--- src/rtl/z3_bus_frontend.sv ---
// -----------------------------------------------------------------------------
// z3_bus_frontend
//
// Zorro III bus front end feeding the autoconfig / RAM-decode stage.
// Brings the raw bus strobes into the CLK domain, captures the multiplexed
// address at the start of each bus cycle, decodes autoconfig-space and
// configured-RAM-space hits and tracks the cycle with start/end pulses and a
// stuck-cycle timeout flag.
//
// Parameters
//   CFG_BASE    A[31:24] of Zorro III autoconfig space
//   CFG_PAGE    A[23:16] of autoconfig space
//   TIMEOUT     CLK cycles a cycle may stay active before stuck asserts
//
// Ports
//   CLK, RESET_n       clock, asynchronous active-low reset
//   AD_ADDR[23:0]      raw A[31:8] from the multiplexed AD bus
//   A_LOW[5:0]         raw A[7:2]
//   FCS_n_raw          raw full-cycle strobe
//   DS_n_raw[3:0]      raw data strobes, lanes 3..0
//   READ_raw           raw read/write (1 = read)
//   FC_raw[2:0]        raw function codes
//   addr_match[3:0]    assigned RAM base A[31:28]
//   configured         autoconfig has completed
//   FCS_n, DS_n        synchronised strobes (DS_n low when any lane is low)
//   READ, FC, ADDRL    values captured at cycle start
//   cfg_hit, ram_hit   address decode results captured at cycle start
//   match              configured ? ram_hit : cfg_hit, captured at cycle start
//   cycle_start        one-CLK pulse on the edge FCS_n first reads low
//   cycle_end          one-CLK pulse when the cycle returns to idle
//   stuck              active cycle has lasted TIMEOUT CLKs
// -----------------------------------------------------------------------------
module z3_bus_frontend #(
  parameter logic [7:0]  CFG_BASE = 8'hFF,
  parameter logic [7:0]  CFG_PAGE = 8'h00,
  parameter logic [15:0] TIMEOUT  = 16'd4096
) (
  input  logic        CLK,
  input  logic        RESET_n,
  input  logic [23:0] AD_ADDR,
  input  logic [5:0]  A_LOW,
  input  logic        FCS_n_raw,
  input  logic [3:0]  DS_n_raw,
  input  logic        READ_raw,
  input  logic [2:0]  FC_raw,
  input  logic [3:0]  addr_match,
  input  logic        configured,
  output logic        FCS_n,
  output logic        DS_n,
  output logic        READ,
  output logic [2:0]  FC,
  output logic [6:0]  ADDRL,
  output logic        cfg_hit,
  output logic        ram_hit,
  output logic        match,
  output logic        cycle_start,
  output logic        cycle_end,
  output logic        stuck
);

  typedef enum logic [1:0] {
    ST_IDLE = 2'd0,
    ST_ADDR = 2'd1,
    ST_DATA = 2'd2,
    ST_HOLD = 2'd3
  } state_t;

  // ---------------------------------------------------------------------------
  // Synchronisers
  // ---------------------------------------------------------------------------
  logic       fcs_s0_q;
  logic       fcs_s1_q;
  logic [3:0] ds_s0_q;
  logic [3:0] ds_s1_q;
  logic       read_s0_q;
  logic [2:0] fc_s0_q;

  // READ and FC only matter at cycle start: their second flop is the capture
  // register itself, loaded on the same edge that FCS s1 takes the value now
  // in FCS s0, so the captured READ/FC line up with the FCS sample.
  always_ff @(posedge CLK or negedge RESET_n) begin
    if (!RESET_n) begin
      fcs_s0_q  <= 1'b1;
      fcs_s1_q  <= 1'b1;
      ds_s0_q   <= 4'hF;
      ds_s1_q   <= 4'hF;
      read_s0_q <= 1'b0;
      fc_s0_q   <= 3'b000;
    end else begin
      fcs_s0_q  <= FCS_n_raw;
      fcs_s1_q  <= fcs_s0_q;
      ds_s0_q   <= DS_n_raw;
      ds_s1_q   <= ds_s0_q;
      read_s0_q <= READ_raw;
      fc_s0_q   <= FC_raw;
    end
  end

  logic ds_any_n;
  assign ds_any_n = &ds_s1_q;

  // ---------------------------------------------------------------------------
  // Address capture
  // ---------------------------------------------------------------------------
  // Layout: {A[31:8], A[7:2]}. The register follows the bus while FCS s0 is
  // high, so its last load is the edge on which FCS_n_raw is first sampled
  // low; from then on it is frozen until FCS s0 reads high again. It carries
  // no reset so that it keeps tracking the bus during reset, which gives a
  // cycle already in progress at reset release a valid address.
  logic [29:0] addr_q;

  always_ff @(posedge CLK) begin
    if (fcs_s0_q) begin
      addr_q <= {AD_ADDR, A_LOW};
    end
  end

  // A[15:9] are not part of any decode.
  logic unused_addr_bits;
  assign unused_addr_bits = ^addr_q[13:7];

  logic cfg_hit_d;
  logic ram_hit_d;
  assign cfg_hit_d = (addr_q[29:22] == CFG_BASE) && (addr_q[21:14] == CFG_PAGE);
  assign ram_hit_d = (addr_q[29:26] == addr_match);

  // ---------------------------------------------------------------------------
  // Cycle tracker FSM
  // ---------------------------------------------------------------------------
  state_t state_q;
  state_t state_d;
  logic   start_d;
  logic   end_d;

  // Entry looks at FCS s0 (the value FCS s1 takes on this edge) so that
  // cycle_start and the decode land on the same edge FCS_n first reads low.
  // Exits look at the registered FCS s1, which gives cycle_end one CLK after
  // FCS_n has gone high. FCS is tested before DS so a simultaneous DS fall
  // and FCS rise ends the cycle.
  always_comb begin
    state_d = state_q;
    start_d = 1'b0;
    end_d   = 1'b0;
    case (state_q)
      ST_IDLE: begin
        if (!fcs_s0_q) begin
          state_d = ST_ADDR;
          start_d = 1'b1;
        end
      end
      ST_ADDR: begin
        if (fcs_s1_q) begin
          state_d = ST_IDLE;
        end else if (!ds_any_n) begin
          state_d = ST_DATA;
        end
      end
      ST_DATA: begin
        if (fcs_s1_q) begin
          state_d = ST_IDLE;
        end else if (ds_any_n) begin
          state_d = ST_HOLD;
        end
      end
      ST_HOLD: begin
        if (fcs_s1_q) begin
          state_d = ST_IDLE;
        end
      end
      default: begin
        state_d = ST_IDLE;
      end
    endcase
    if ((state_q != ST_IDLE) && (state_d == ST_IDLE)) begin
      end_d = 1'b1;
    end
  end

  // ---------------------------------------------------------------------------
  // Timeout counter
  // ---------------------------------------------------------------------------
  logic [15:0] cnt_q;
  logic [15:0] cnt_d;
  logic        stuck_d;

  always_comb begin
    cnt_d = cnt_q;
    if (state_q == ST_IDLE) begin
      cnt_d = 16'd0;
    end else if (cnt_q != 16'hFFFF) begin
      cnt_d = cnt_q + 16'd1;
    end
    // Leaving for IDLE clears stuck on the same edge.
    stuck_d = (state_d != ST_IDLE) && (cnt_d >= TIMEOUT);
  end

  // ---------------------------------------------------------------------------
  // State, pulses and captured cycle attributes
  // ---------------------------------------------------------------------------
  logic       read_q;
  logic [2:0] fc_q;
  logic [6:0] addrl_q;
  logic       cfg_hit_q;
  logic       ram_hit_q;
  logic       match_q;
  logic       start_q;
  logic       end_q;
  logic       stuck_q;

  always_ff @(posedge CLK or negedge RESET_n) begin
    if (!RESET_n) begin
      state_q   <= ST_IDLE;
      cnt_q     <= 16'd0;
      stuck_q   <= 1'b0;
      start_q   <= 1'b0;
      end_q     <= 1'b0;
      read_q    <= 1'b0;
      fc_q      <= 3'b000;
      addrl_q   <= 7'd0;
      cfg_hit_q <= 1'b0;
      ram_hit_q <= 1'b0;
      match_q   <= 1'b0;
    end else begin
      state_q <= state_d;
      cnt_q   <= cnt_d;
      stuck_q <= stuck_d;
      start_q <= start_d;
      end_q   <= end_d;
      // Captured attributes persist until the next cycle start; addr_match
      // and configured are sampled here so later base writes do not disturb
      // the cycle in flight.
      if (start_d) begin
        read_q    <= read_s0_q;
        fc_q      <= fc_s0_q;
        addrl_q   <= addr_q[6:0];
        cfg_hit_q <= cfg_hit_d;
        ram_hit_q <= ram_hit_d;
        match_q   <= configured ? ram_hit_d : cfg_hit_d;
      end
    end
  end

  assign FCS_n       = fcs_s1_q;
  assign DS_n        = ds_any_n;
  assign READ        = read_q;
  assign FC          = fc_q;
  assign ADDRL       = addrl_q;
  assign cfg_hit     = cfg_hit_q;
  assign ram_hit     = ram_hit_q;
  assign match       = match_q;
  assign cycle_start = start_q;
  assign cycle_end   = end_q;
  assign stuck       = stuck_q;

endmodule

--- config.mk ---
export PLATFORM = sky130hd
export DESIGN_NAME = z3_bus_frontend
export DESIGN_NICKNAME = d
export VERILOG_FILES = /design/src/rtl/z3_bus_frontend.sv
export SDC_FILE = /design/constraint.sdc
export NUM_CORES = 1
export LEC_CHECK = 0
export CAP_MARGIN = 20
export CORE_UTILIZATION = 49
export DETAILED_ROUTE_END_ITERATION = 8
export PLACE_DENSITY = 0.89
export SYNTH_ARGS = -nofsm -noshare
export SYNTH_HDL_FRONTEND = slang
export SYNTH_SLANG_ARGS = --single-unit
--- constraint.sdc ---
create_clock -name CLK -period 2.49 [get_ports CLK]
set_input_delay 0.249 -clock CLK [delete_from_list [all_inputs] [get_ports CLK]]
set_output_delay 0.249 -clock CLK [all_outputs]
set_load 0.05 [all_outputs]
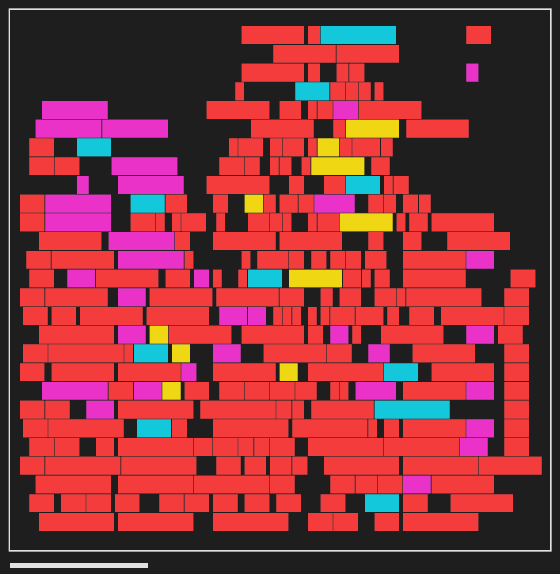
*Cells by drive strength, run 1*
Scale bar: 20 um.
magenta -> drive 2  # cells 33, share 12%
cyan -> drive 6 and up  # cells 11, share 4.0%
red -> drive 1 or less  # cells 219, share 80%
yellow -> drive 3 to 4  # cells 10, share 3.7%
area grow syn2layout: 30.9%
final worst slack: 327 ps
bufs w/o clock: 62
post-route cell area: 3750 um2

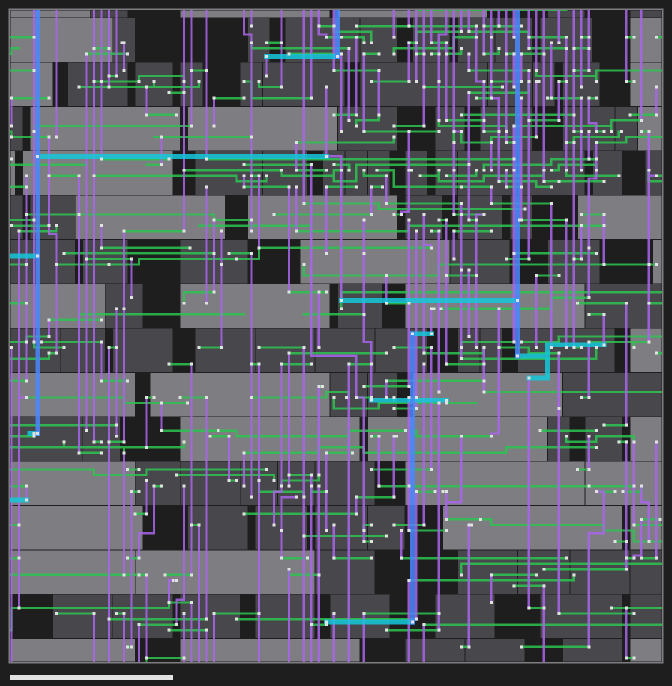
*Zoomed window, run 1*
Scale bar: 10 um. Region (19, 4) to (59, 44) um. Cells in grey, sequential cells in the stronger grey; small squares are vias.
purple -> met2
green -> met1
blue -> met4
cyan -> met3
sequential cells in the window = 24
cells with their middle in the window = 109
most frequent = clkdlybuf4s50_1 (20), edfxtp_1 (13), dfrtp_1 (10)
netlist names of flops here include = addr_q (13), cnt_q (3), state_q (2)

==> job_summary.md, run 1 <==
## Implementation flow summary

| Metric | Value |
|---|---|
| Outcome | `completed` |
| Comb power | `656 uW` |
| Clock Sink Count | `72` |
| CP Buf/Inv Count | `1` |
| Post-layout min period | `2160 ps` |
| Overall Power | `3070 uW` |
| I/O Pins | `65` |
| Initial Utilization | `51.4%` |
| Die X | `78.5 um` |
| First-pass GRT wire length | `9490 um` |
| Cells resized by post-CTS repair | `0` |
| Global-route usage over all layers | `20.7%` |
| Part of the power in registers | `46.5%` |
| Fillers | `394` |
| WS Path Type | `reg -> out` |
| Final routed DRC violation total | `0` |
| Worst-path cell chain | `and4_1, clkdlybuf4s50_1` |
| N_diodes | `0` |
| Port Buf Inserts | `57` |
| Most common library cells after synthesis | `dfrtp_1 (39), edfxtp_1 (23), mux2_2 (13)` |
| Synth unique cells | `46` |
| Die Footprint | `6150 um2` |
| Top_reg_cell synth | `dfrtp_1` |
| Average size of a mapped cell | `14.5 um2` |
| Crit path capture | `DS_n` |
| Crit Path Max Fanout | `3` |
| Post-synth seq share | `67.4%` |
| Fin nets | `315` |
| YS chip area | `2860 um2` |
| Clk pwr | `984 uW` |
| Cell area leaders | `dfrtp_1 (34%), edfxtp_1 (24%), dfstp_2 (9.2%), mux2_2 (5.1%), xor2_1 (1.8%)` |
| Post-synth EDFFs | `23` |
| Top Consumer | `sequential cells` |
| Layout cells sized above 1 | `19.8%` |
| OpenROAD warnings | `33` |
| Gate power share | `21.4%` |
| WHS Endpoint | `fcs_s0_q` |
| DR pass1 iterations | `5` |
| CTS max path bufs | `2` |
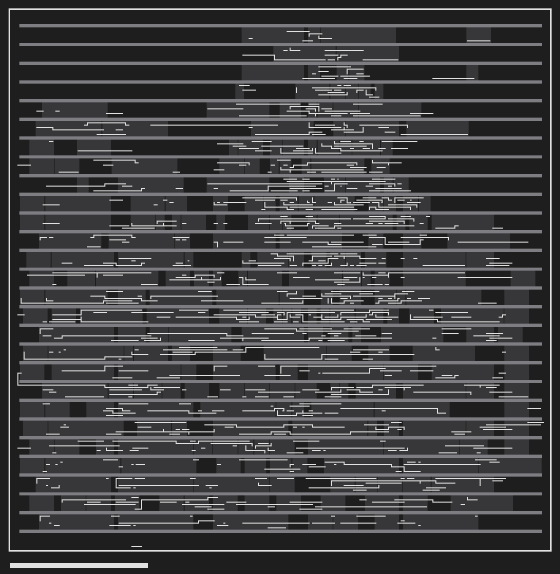
*Met1 routing, run 1*
Scale bar: 20 um. Supply wires on this layer in grey.
longest straight run = 22.5 um
nets with wire on the layer = 269
share of all routed wire = 42%
wire length on this layer = 2330 um
vias: 1912
aggregate routed wire length: 5570 um

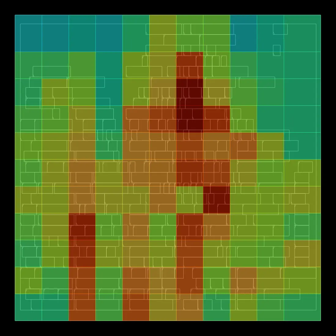
*Congestion heat map, run 1*
drt wl/cell: 16.1 um
final core occ: 67.3%
met1 Use GR: 25.3%
global-route met3 utilization: 4.53%
Global Route met2 Usage: 34.0%

## run 1: cells by family (layout without fill, tap and decap cells)
family	Yosys count	count (layout)	share of synthesized area, %
AND/OR/NAND/NOR	66	66	15.0
AND-OR/OR-AND	25	25	6.77
adder cells (fa/ha/maj)	2	2	0.786
buffers and inverters	10	85	1.70
flip-flops	72	72	67.4
XOR/XNOR	6	6	1.83
multiplexers	17	17	6.51
## run 1: final cells by class
class | count | area, um2 | area share [%]
clock buffers | 11 | 131 | 3.50
clock inverters | 5 | 81.3 | 2.17
inverters | 7 | 26.3 | 0.701
multi-input cells | 116 | 886 | 23.6
flip-flops and latches | 72 | 1930 | 51.5
well taps | 72 | 90.1 | 2.40
repair buffers | 62 | 606 | 16.1
### Met2 routing, run 1

Scale bar: 20 um.
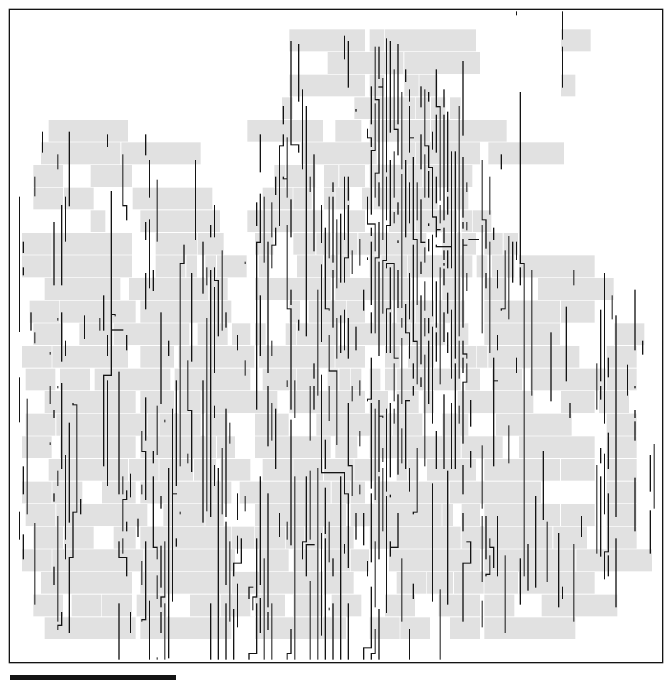

==> inputs of run 2 (changes only) <==
--- a/config.mk
+++ b/config.mk
@@ -6,9 +6,10 @@
 export NUM_CORES = 1
 export LEC_CHECK = 0
 export CAP_MARGIN = 20
-export CORE_UTILIZATION = 49
+export CORE_UTILIZATION = 50
 export DETAILED_ROUTE_END_ITERATION = 8
-export PLACE_DENSITY = 0.89
+export DONT_BUFFER_PORTS = 1
+export PLACE_DENSITY = 0.76
 export SYNTH_ARGS = -nofsm -noshare
 export SYNTH_HDL_FRONTEND = slang
 export SYNTH_SLANG_ARGS = --single-unit
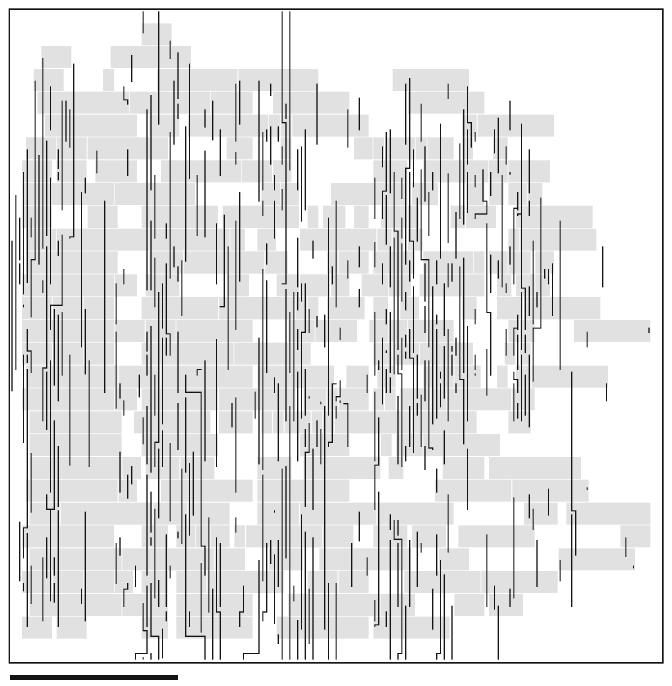
*Met2 routing, run 2*
Scale bar: 20 um.
wire length on this layer = 2800 um
share of all routed wire = 54%
vias: 1782
Global Route met2 Usage: 33.7%
aggregate routed wire length: 5190 um

==> run 2 against run 1 <==
Routed wire length fell by 6.9%. Synthesized area did not move. Sequential share of layout area rose by 2.9 points. Non-clock buffer count fell by 25. Power fell by 1.0%. Register-to-register slack improved by 50 ps. Synthesized cell count did not move. Critical path type is now reg -> reg. Critical endpoint is now stuck.
==> job_summary.md, run 2 <==
## Implementation flow summary

| Metric | Value |
|---|---|
| YS chip area | `2860 um2 (unchanged)` |
| Port Buf Inserts | `0 (-100%)` |
| Logic area | `886 um2 (unchanged)` |
| Register area | `1930 um2 (unchanged)` |
| Comb gates | `116 (unchanged)` |
| Tap Count | `72 (unchanged)` |
| Initial Utilization | `52.0% (+0.63 points)` |
| Average size of a mapped cell | `14.5 um2 (unchanged)` |
| Cell area leaders | `dfrtp_1 (34%), edfxtp_1 (24%), dfstp_2 (9.2%), mux2_2 (5.1%), xor2_1 (1.8%)` |
| OpenROAD warnings | `33 (unchanged)` |
| WHS Endpoint | `match` |
| CTS max path bufs | `2 (unchanged)` |
| Adder share | `0.786% (unchanged)` |
| Clock Sink Count | `72 (unchanged)` |
| Post-synth seq share | `67.4% (unchanged)` |
| Bufs w/o clock | `37 (-40%)` |
| ClkCell Share | `6.76% (+1.1 points)` |
| Die X | `77.7 um (-0.98%)` |
| Sequential cell count | `72 (unchanged)` |
| DR pass1 iterations | `4 (-1)` |
| Area grow syn2layout | `24.0%` |
| Synth unique cells | `46 (unchanged)` |
| Layout cells sized above 1 | `21.8% (+2.0 points)` |
| Crit path capture | `stuck` |
| Outcome | `completed` |
| Gate power share | `8.5% (-13 points)` |
| Fin nets | `290 (-7.9%)` |
| Die Footprint | `6030 um2 (-1.9%)` |
| Yosys xor share | `1.83% (unchanged)` |
| N_diodes | `0 (unchanged)` |
| Area fraction in mux cells | `6.51% (unchanged)` |
| Clock buffers | `9 (-2)` |
| Seq area share | `54.3% (+2.9 points)` |
| NonClk Buf Share | `10.7% (-5.4 points)` |
| Yosys aoi share | `6.77% (unchanged)` |
| Cells resized by post-CTS repair | `0 (unchanged)` |
| WS Path Type | `reg -> reg` |
| Final worst slack | `645 ps (+318 ps)` |
| Final routed DRC violation total | `0 (unchanged)` |
| Post-synth EDFFs | `23 (unchanged)` |
| Comb/total area | `24.9% (+1.3 points)` |
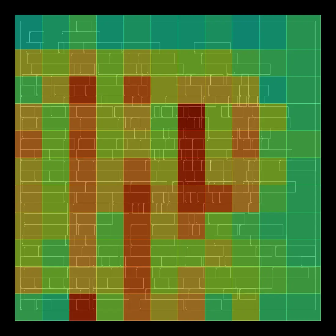
*Congestion heat map, run 2*
final core occ: 64.5%
GRT busiest layer: met2
global-route usage over all layers: 20.1%

[run 2: cell types whose count changed in the layout (fill, tap and decap cells not counted), moves of 2 or more]
cell / before / now
dlygate4sd3_1: 1 / 33
clkdlybuf4s50_1: 56 / 0
inv_6: 0 / 2
clkbuf_1: 2 / 0
[run 2: power by group through the flow]
stage	clock [uW]	combinational, uW	sequential, uW
6_report	1110	257	1670
5_1_grt	1180	289	1690
4_1_cts	1120	258	1670
3_5_place_dp	0	196	1700
3_3_place_gp	0	189	1690
2_1_floorplan	0	164	1670
[run 2: per-layer routing]
layer	global-route usage, %	part of all wire [%]	vias to the layer above
li1	-	-	841
met2	33.7	54	56
met3	9.18	6.8	11
met4	7.55	1.4	0
met1	22.4	38	874
met5	0	0	-
### Met1 routing, run 2

Scale bar: 20 um. Supply wires on this layer in grey.
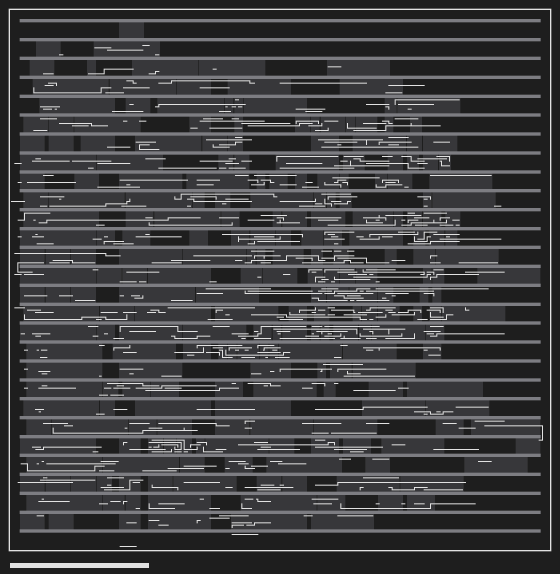

==> inputs of run 3 (changes only) <==
==> constraint.sdc (replaced) <==
create_clock -name CLK -period 1.9 [get_ports CLK]
set_input_delay 0.19 -clock CLK [delete_from_list [all_inputs] [get_ports CLK]]
set_output_delay 0.19 -clock CLK [all_outputs]
set_load 0.05 [all_outputs]
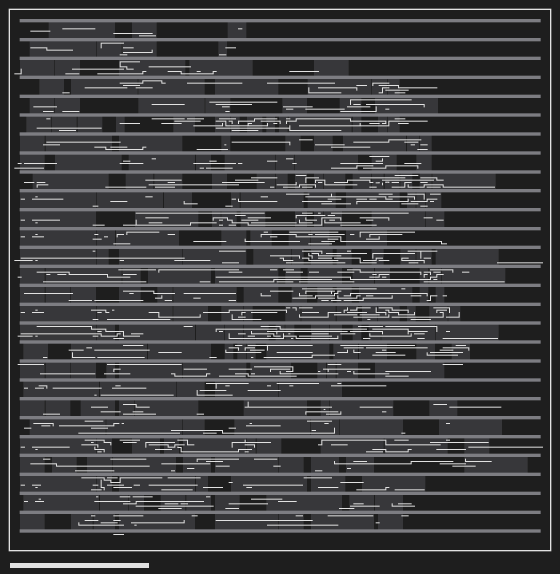
*Met1 routing, run 3*
Scale bar: 20 um. Supply wires on this layer in grey.
wire length on this layer = 2270 um
nets with wire on the layer = 250
main direction = horizontal
share of all routed wire = 39%
longest straight run = 23.5 um
met1 Use GR: 23.3%
vias: 1820
aggregate routed wire length: 5810 um

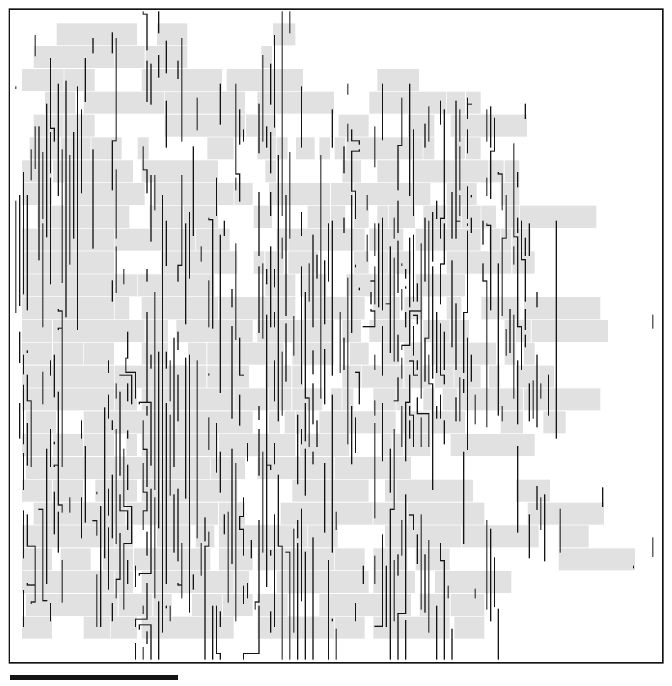
*Met2 routing, run 3*
Scale bar: 20 um.
longest straight run = 52.0 um
share of all routed wire = 51%
wire length on this layer = 2940 um
Global Route met2 Usage: 36.1%

==> run 3 against run 2 <==
Die size unchanged. Maximum frequency up 3.7%. Via count up 2.1%. Flip-flop count unchanged. Sequential power up 32%. Synthesized cell count unchanged. Synthesized area unchanged. Highest routed layer unchanged. Utilization down 0.14 points. Power up 22%. First-iteration DRC count up 4.4%. Clock-buffer cell count up 3. Hold slack worse by 21 ps.
==> job_summary.md, run 3 <==
## Implementation flow summary

| Metric | Value |
|---|---|
| Clock Sink Count | `72 (unchanged)` |
| Final routed DRC violation total | `0 (unchanged)` |
| Global-route met3 utilization | `7.53% (-1.6 points)` |
| Register area | `1930 um2 (unchanged)` |
| Die X | `77.7 um (unchanged)` |
| NonClk Buf Share | `12.0% (+1.3 points)` |
| Outcome | `completed` |
| Post-synth EDFFs | `23 (unchanged)` |
| Wire length on met1 | `2270 um (+15%)` |
| Comb power | `360 uW (+40%)` |
| Area grow syn2layout | `23.8%` |
| Adder share | `0.786% (unchanged)` |
| ClkCell Share | `5.22% (-1.5 points)` |
| Final worst slack | `120 ps (-525 ps)` |
| Yosys aoi share | `6.77% (unchanged)` |
| WS Path Type | `reg -> reg` |
| N_diodes | `0 (unchanged)` |
| Top Consumer | `sequential cells` |
| WL met2 | `2940 um (+5.1%)` |
| Logic area | `888 um2 (+0.28%)` |
| Comb/total area | `25.1% (+0.12 points)` |
| DR pass1 iterations | `4 (unchanged)` |
| Initial Utilization | `52.0% (unchanged)` |
| YS chip area | `2860 um2 (unchanged)` |
| Seq area share | `54.4% (+0.12 points)` |
| CTS max path bufs | `2 (unchanged)` |
| Yosys xor share | `1.83% (unchanged)` |
| GRT busiest layer | `met2` |
| Clock buffers | `12 (+3)` |
| Uppermost layer routed | `met4` |
## run 3: kinds of logic (layout without fill, tap and decap cells)
logic type,Yosys count,count (layout)
buffers and inverters,10,64
flip-flops,72,72
XOR/XNOR,6,6
AND-OR/OR-AND,25,25
multiplexers,17,17
adder cells (fa/ha/maj),2,2
AND/OR/NAND/NOR,66,66
## run 3: path summary, 6_finish.rpt
| path | to | depth (start not counted) |
|---|---|---|
| worst max-delay path | stuck | 6 |
| worst min-delay path | match | 2 |
| worst max register to register | stuck | 6 |
| worst min register to register | ds_s1_q[1] | 0 |
| max in group asynchronous | ds_s1_q[1] | 2 |
| min in group asynchronous | cnt_q[9] | 2 |
## run 3: what timing repair did
item,4_1_cts,5_1_grt
hold endpoints to repair,82,0
gates resized,0,1
hold buffers,35,0
endpoints found under the setup margin,0,1
No activity file was given, so power comes from the tool's default toggle rates.
